### src/rtl/hybrid_adder.sv
// rtl/hybrid_adder.sv - registered hybrid carry-lookahead/ripple adder (optional carry-in via HYBRID_ADDER_CIN_EN)

// 4-bit group: every carry inside the group is computed in lookahead form from cgin.
module hybrid_adder_cla4 (
   input  logic [3:0] a,
   input  logic [3:0] b,
   input  logic       cgin,
   output logic [3:0] s,
   output logic       cgout
);

   logic [3:0] p;
   logic [3:0] g;
   logic [3:0] c;
   logic       grp_g;
   logic       grp_p;

   // Bit propagate/generate, flat two-level carries, group G/P and sum bits
   always_comb begin
      p     = a ^ b;
      g     = a & b;
      c[0]  = cgin;
      c[1]  = g[0] | (p[0] & cgin);
      c[2]  = g[1] | (p[1] & g[0]) | (p[1] & p[0] & cgin);
      c[3]  = g[2] | (p[2] & g[1]) | (p[2] & p[1] & g[0])
            | (p[2] & p[1] & p[0] & cgin);
      grp_g = g[3] | (p[3] & g[2]) | (p[3] & p[2] & g[1])
            | (p[3] & p[2] & p[1] & g[0]);
      grp_p = &p;
      cgout = grp_g | (grp_p & cgin);
      s     = p ^ c;
   end

endmodule

// Top: WIDTH/4 lookahead groups with the group carries rippling, result registered.
module hybrid_adder #(
   parameter int WIDTH = 16
) (
   input  logic             clk,
   input  logic             rst,
   input  logic             in_valid,
   input  logic [WIDTH-1:0] a,
   input  logic [WIDTH-1:0] b,
`ifdef HYBRID_ADDER_CIN_EN
   input  logic             cin,
`endif
   output logic [WIDTH-1:0] sum,
   output logic             cout,
   output logic             out_valid
);

   localparam int NGROUPS = WIDTH / 4;

   if (!(WIDTH == 8 || WIDTH == 16 || WIDTH == 32 || WIDTH == 64)) begin : g_bad_width
      $error("hybrid_adder: WIDTH must be 8, 16, 32 or 64");
   end

   logic [NGROUPS:0] gc;
   logic [WIDTH-1:0] raw_sum;

   logic [WIDTH-1:0] sum_d;
   logic [WIDTH-1:0] sum_q;
   logic             cout_d;
   logic             cout_q;
   logic             out_valid_d;
   logic             out_valid_q;

`ifdef HYBRID_ADDER_CIN_EN
   assign gc[0] = cin;
`else
   assign gc[0] = 1'b0;
`endif

   for (genvar gi = 0; gi < NGROUPS; gi++) begin : g_grp
      hybrid_adder_cla4 u_grp (
         .a     (a[4*gi +: 4]),
         .b     (b[4*gi +: 4]),
         .cgin  (gc[gi]),
         .s     (raw_sum[4*gi +: 4]),
         .cgout (gc[gi+1])
      );
   end

   // Load a new result on a valid sample, otherwise hold the last one
   always_comb begin
      sum_d       = sum_q;
      cout_d      = cout_q;
      out_valid_d = 1'b0;
      if (in_valid) begin
         sum_d       = raw_sum;
         cout_d      = gc[NGROUPS];
         out_valid_d = 1'b1;
      end
   end

   // Result registers; reset discards any transaction presented with it
   always_ff @(posedge clk) begin
      if (rst) begin
         sum_q       <= '0;
         cout_q      <= 1'b0;
         out_valid_q <= 1'b0;
      end else begin
         sum_q       <= sum_d;
         cout_q      <= cout_d;
         out_valid_q <= out_valid_d;
      end
   end

   assign sum       = sum_q;
   assign cout      = cout_q;
   assign out_valid = out_valid_q;

endmodule

### config.mk
export PLATFORM = sky130hd
export DESIGN_NAME = hybrid_adder
export DESIGN_NICKNAME = d
export VERILOG_FILES = /design/src/rtl/hybrid_adder.sv
export SDC_FILE = /design/constraint.sdc
export NUM_CORES = 1
export LEC_CHECK = 0
export ABC_AREA = 0
export ABC_CLOCK_PERIOD_IN_PS = 3400
export CAP_MARGIN = 20
export CORE_MARGIN = 2
export CORE_UTILIZATION = 42
export DETAILED_ROUTE_END_ITERATION = 10
export PLACE_DENSITY_LB_ADDON = 0.12
export SYNTH_ARGS = -nofsm -noshare
export SYNTH_HDL_FRONTEND = slang
export SYNTH_SLANG_ARGS = --single-unit
### constraint.sdc
create_clock -name clk -period 3.4 [get_ports clk]
set_input_delay 0.68 -clock clk [delete_from_list [all_inputs] [get_ports clk]]
set_output_delay 0.68 -clock clk [all_outputs]
set_load 0.01 [all_outputs]
Floorplan with the power grid:
Scale bar: 20 um. Pins as bars on the die edge.
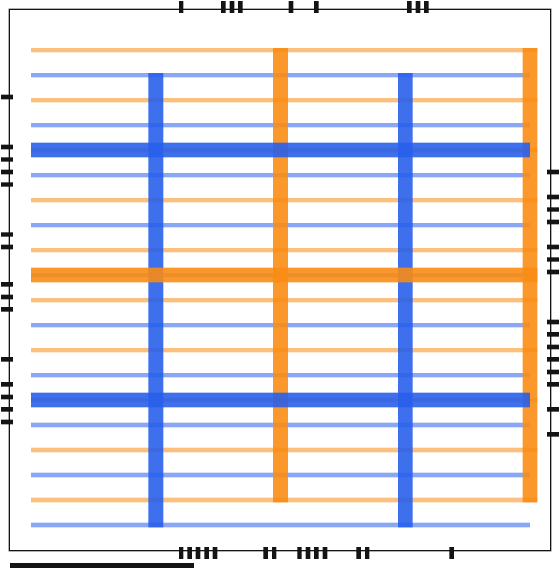
legend:
  blue:
    net: VSS
  orange:
    net: VDD
met5 straps: 3
signal pins: 53
met4 straps: 4
rows: 19
met1 rails: 20
die boundary height: 58.8 um
x dimension of the die: 58.8 um
peak supply drop: 0.159 mV

==> PnR_summary.wiki <==
=== Physical design figures ===
{| class="wikitable"
! Metric !! Value
|-
| Post-Synth XOR/XNOR Area || 0.0417
|-
| Clock buf/inv share || 0.0196
|-
| Layout overhead on the synthesized area || 47.0%
|-
| Tool warning count || 26
|-
| Post-synthesis instance area || 1260 um^2
|-
| Die outline area || 3450 um^2
|-
| Number of gates resized after CTS || 0
|-
| Clk pwr || 0.000143 W
|-
| Gate power share || 0.385
|-
| Launch instance of the worst register-to-register path || cout
|-
| Multiplexer share || 0.0556
|-
| N_taps || 31
|-
| DR WL met3 || 217 um
|-
| Maximum number of pins on one net before global-route repair || 14
|-
| Initial drt markers || 17
|-
| Most crowded layer after global routing || met2
|-
| Number of placed instances, taps included || 217
|-
| Pre-CTS worst setup slack || 104 ps
|-
| Worst r2r path cells || 3
|-
| Cell count in the Yosys report || 137
|-
| Worst Hold Path Cells || 2
|-
| Floorplan core density || 0.449
|-
| Synth Net Count || 192
|-
| Inverters, non-clock || 6
|-
| Class of the most critical setup path || primary input to register
|-
| Max-cap check violation count || 0
|-
| Post-CTS Repair Setup Buffers || 0
|-
| Minimum setup slack in the final design || 421 ps
|-
| Clock group share of total power || 0.227
|-
| Maximum frequency from static timing analysis || 336 MHz
|-
| Max Root-Sink Buffers || 2
|-
| Critical Path Slowest Stage Cell || sky130_fd_sc_hd__clkdlybuf4s50_1
|-
| Setup violators final || 0
|-
| Via count of the first global-routing pass || 1243
|-
| Met1 capacity usage during global routing || 0.241
|-
| Total congestion overflow after global routing || 0
|-
| CTS sink cnt || 18
|-
| Top non-seq family || adder cells
|-
| H-tree levels || 1
|-
| M2 GR Usage || 0.363
|-
| Routed met2 length || 1590 um
|-
| Hold Worst Slack || 474 ps
|-
| Post-route setup TNS || 0 ps
|-
| Antenna violations before repair || 0
|-
| Endpoint with the worst hold slack || sum[11]
|-
| Data required time at the worst endpoint || 3640 ps
|-
| Gate Area || 858 um^2
|-
| Sort of element at the start of the critical path || primary input
|-
| DR top layer || met4
|-
| Worst path buffer plus inverter count || 1
|-
| Relative area of non-clock buffer cells in the final design || 0.289
|-
| Net total in the final layout || 246
|-
| Average cell area after synthesis || 9.20 um^2
|-
| Share of cells above drive strength 1 || 0.0632
|-
| Half-perimeter wire length after placement || 2550 um
|-
| Crit share post-route || 0.876
|-
| Worst Tran Pin Value || 427 ps
|-
| Final routed wirelength across all metal layers || 3150 um
|-
| Violated checks || DRC
|-
| Run status || finished, violations left
|-
| Number of warning messages in the yosys log || 0
|-
| CTS tree || yes
|-
| Sort of element at the end of the critical path || register
|-
| Internal || 0.000433 W
|-
| Final count of hold timing violations || 0
|-
| DRC errors left || 3
|-
| Top pwr grp || sequential cells
|-
| Met3 track demand over resource in global routing || 0.0374
|-
| Type of the most critical hold path || register to register
|-
| Register clock-pin slew on the reported worst setup and hold paths || 120 ps
|-
| Hold-fix buffers at CTS || 0
|-
| Sequential cell fraction of total power || 0.388
|-
| Worst-Skew Late Latency || 310 ps
|-
| Most used DFF post-synth || sky130_fd_sc_hd__dfxtp_1
|-
| Area post-placement || 1820 um^2
|}
Placed cells, one colour a class:
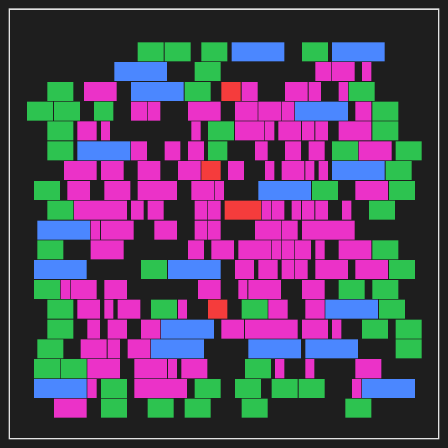
legend:
  green:
    class: remaining buffers and delay cells
    cells: 54
  blue:
    class: sequential cells
    cells: 18
  magenta:
    class: combinational and other logic
    cells: 114
  red:
    class: clock drivers and dummy loads
    cells: 4
flip-flop and latch share of the layout cell area: 0.195
post-route design area: 1850 um^2
core region area: 2810 um^2

## cells in the mapped netlist, drive strengths merged (3+ instances only)
master / count / area, um^2
dfxtp: 18 / 360
ha: 16 / 200
nor2: 16 / 60.1
a21oi: 8 / 40.0
mux2i: 7 / 70.1
inv: 6 / 22.5
nand2b: 6 / 37.5
o21ai: 6 / 37.5
xnor2: 6 / 52.6
a211oi: 5 / 37.5
nor3: 5 / 25.0
fa: 4 / 80.1
a31oi: 3 / 18.8
clkbuf: 3 / 11.3
nand2: 3 / 11.3
## worst max path at each step
stage,start,end,slack [ps],cells past startpoint
finish,a[1],sum[13],420,11
floorplan,a[2],sum[13],750,10
detailed placement,a[1],sum[13],100,11
CTS,a[1],sum[13],430,11
global route,a[1],sum[13],270,11
global placement,a[1],sum[13],160,11
## flip-flops by register name, indices dropped and copies added (netlist names)
name	count
out_valid	1
sum	16
cout	1
## stage by stage
stage / power (W) / utilization
after CTS: 0.000632 / 0.660
after global placement: 0.000485 / 0.647
after detailed placement: 0.000491 / 0.647
final: 0.000627 / 0.660
after global routing: 0.000670 / 0.660
after floorplan: 0.000379 / -
## cell families (layout without fill, tap and decap cells)
| group | Yosys count | in the layout |
|---|---|---|
| AOI/OAI and AO/OA | 37 | 37 |
| buffers and inverters | 11 | 64 |
| and+or+nand+nor | 38 | 38 |
| DFF | 18 | 18 |
| muxes | 7 | 7 |
| xor gates and xnor gates | 6 | 6 |
| adders and majority gates | 20 | 20 |
## cells in the final DEF, fill, tap and decap left out, drive strengths merged, types with 3 or more instances in the layout
cell type       n
nand2           3
nand2b          6
inv             6
nor3            5
a21oi           8
fa              4
mux2i           7
dfxtp          18
clkbuf          4
nor2           16
o21ai           6
xnor2           6
ha             16
a31oi           3
clkdlybuf4s50  52
a211oi          5
Power and IR drop assume default switching activity.
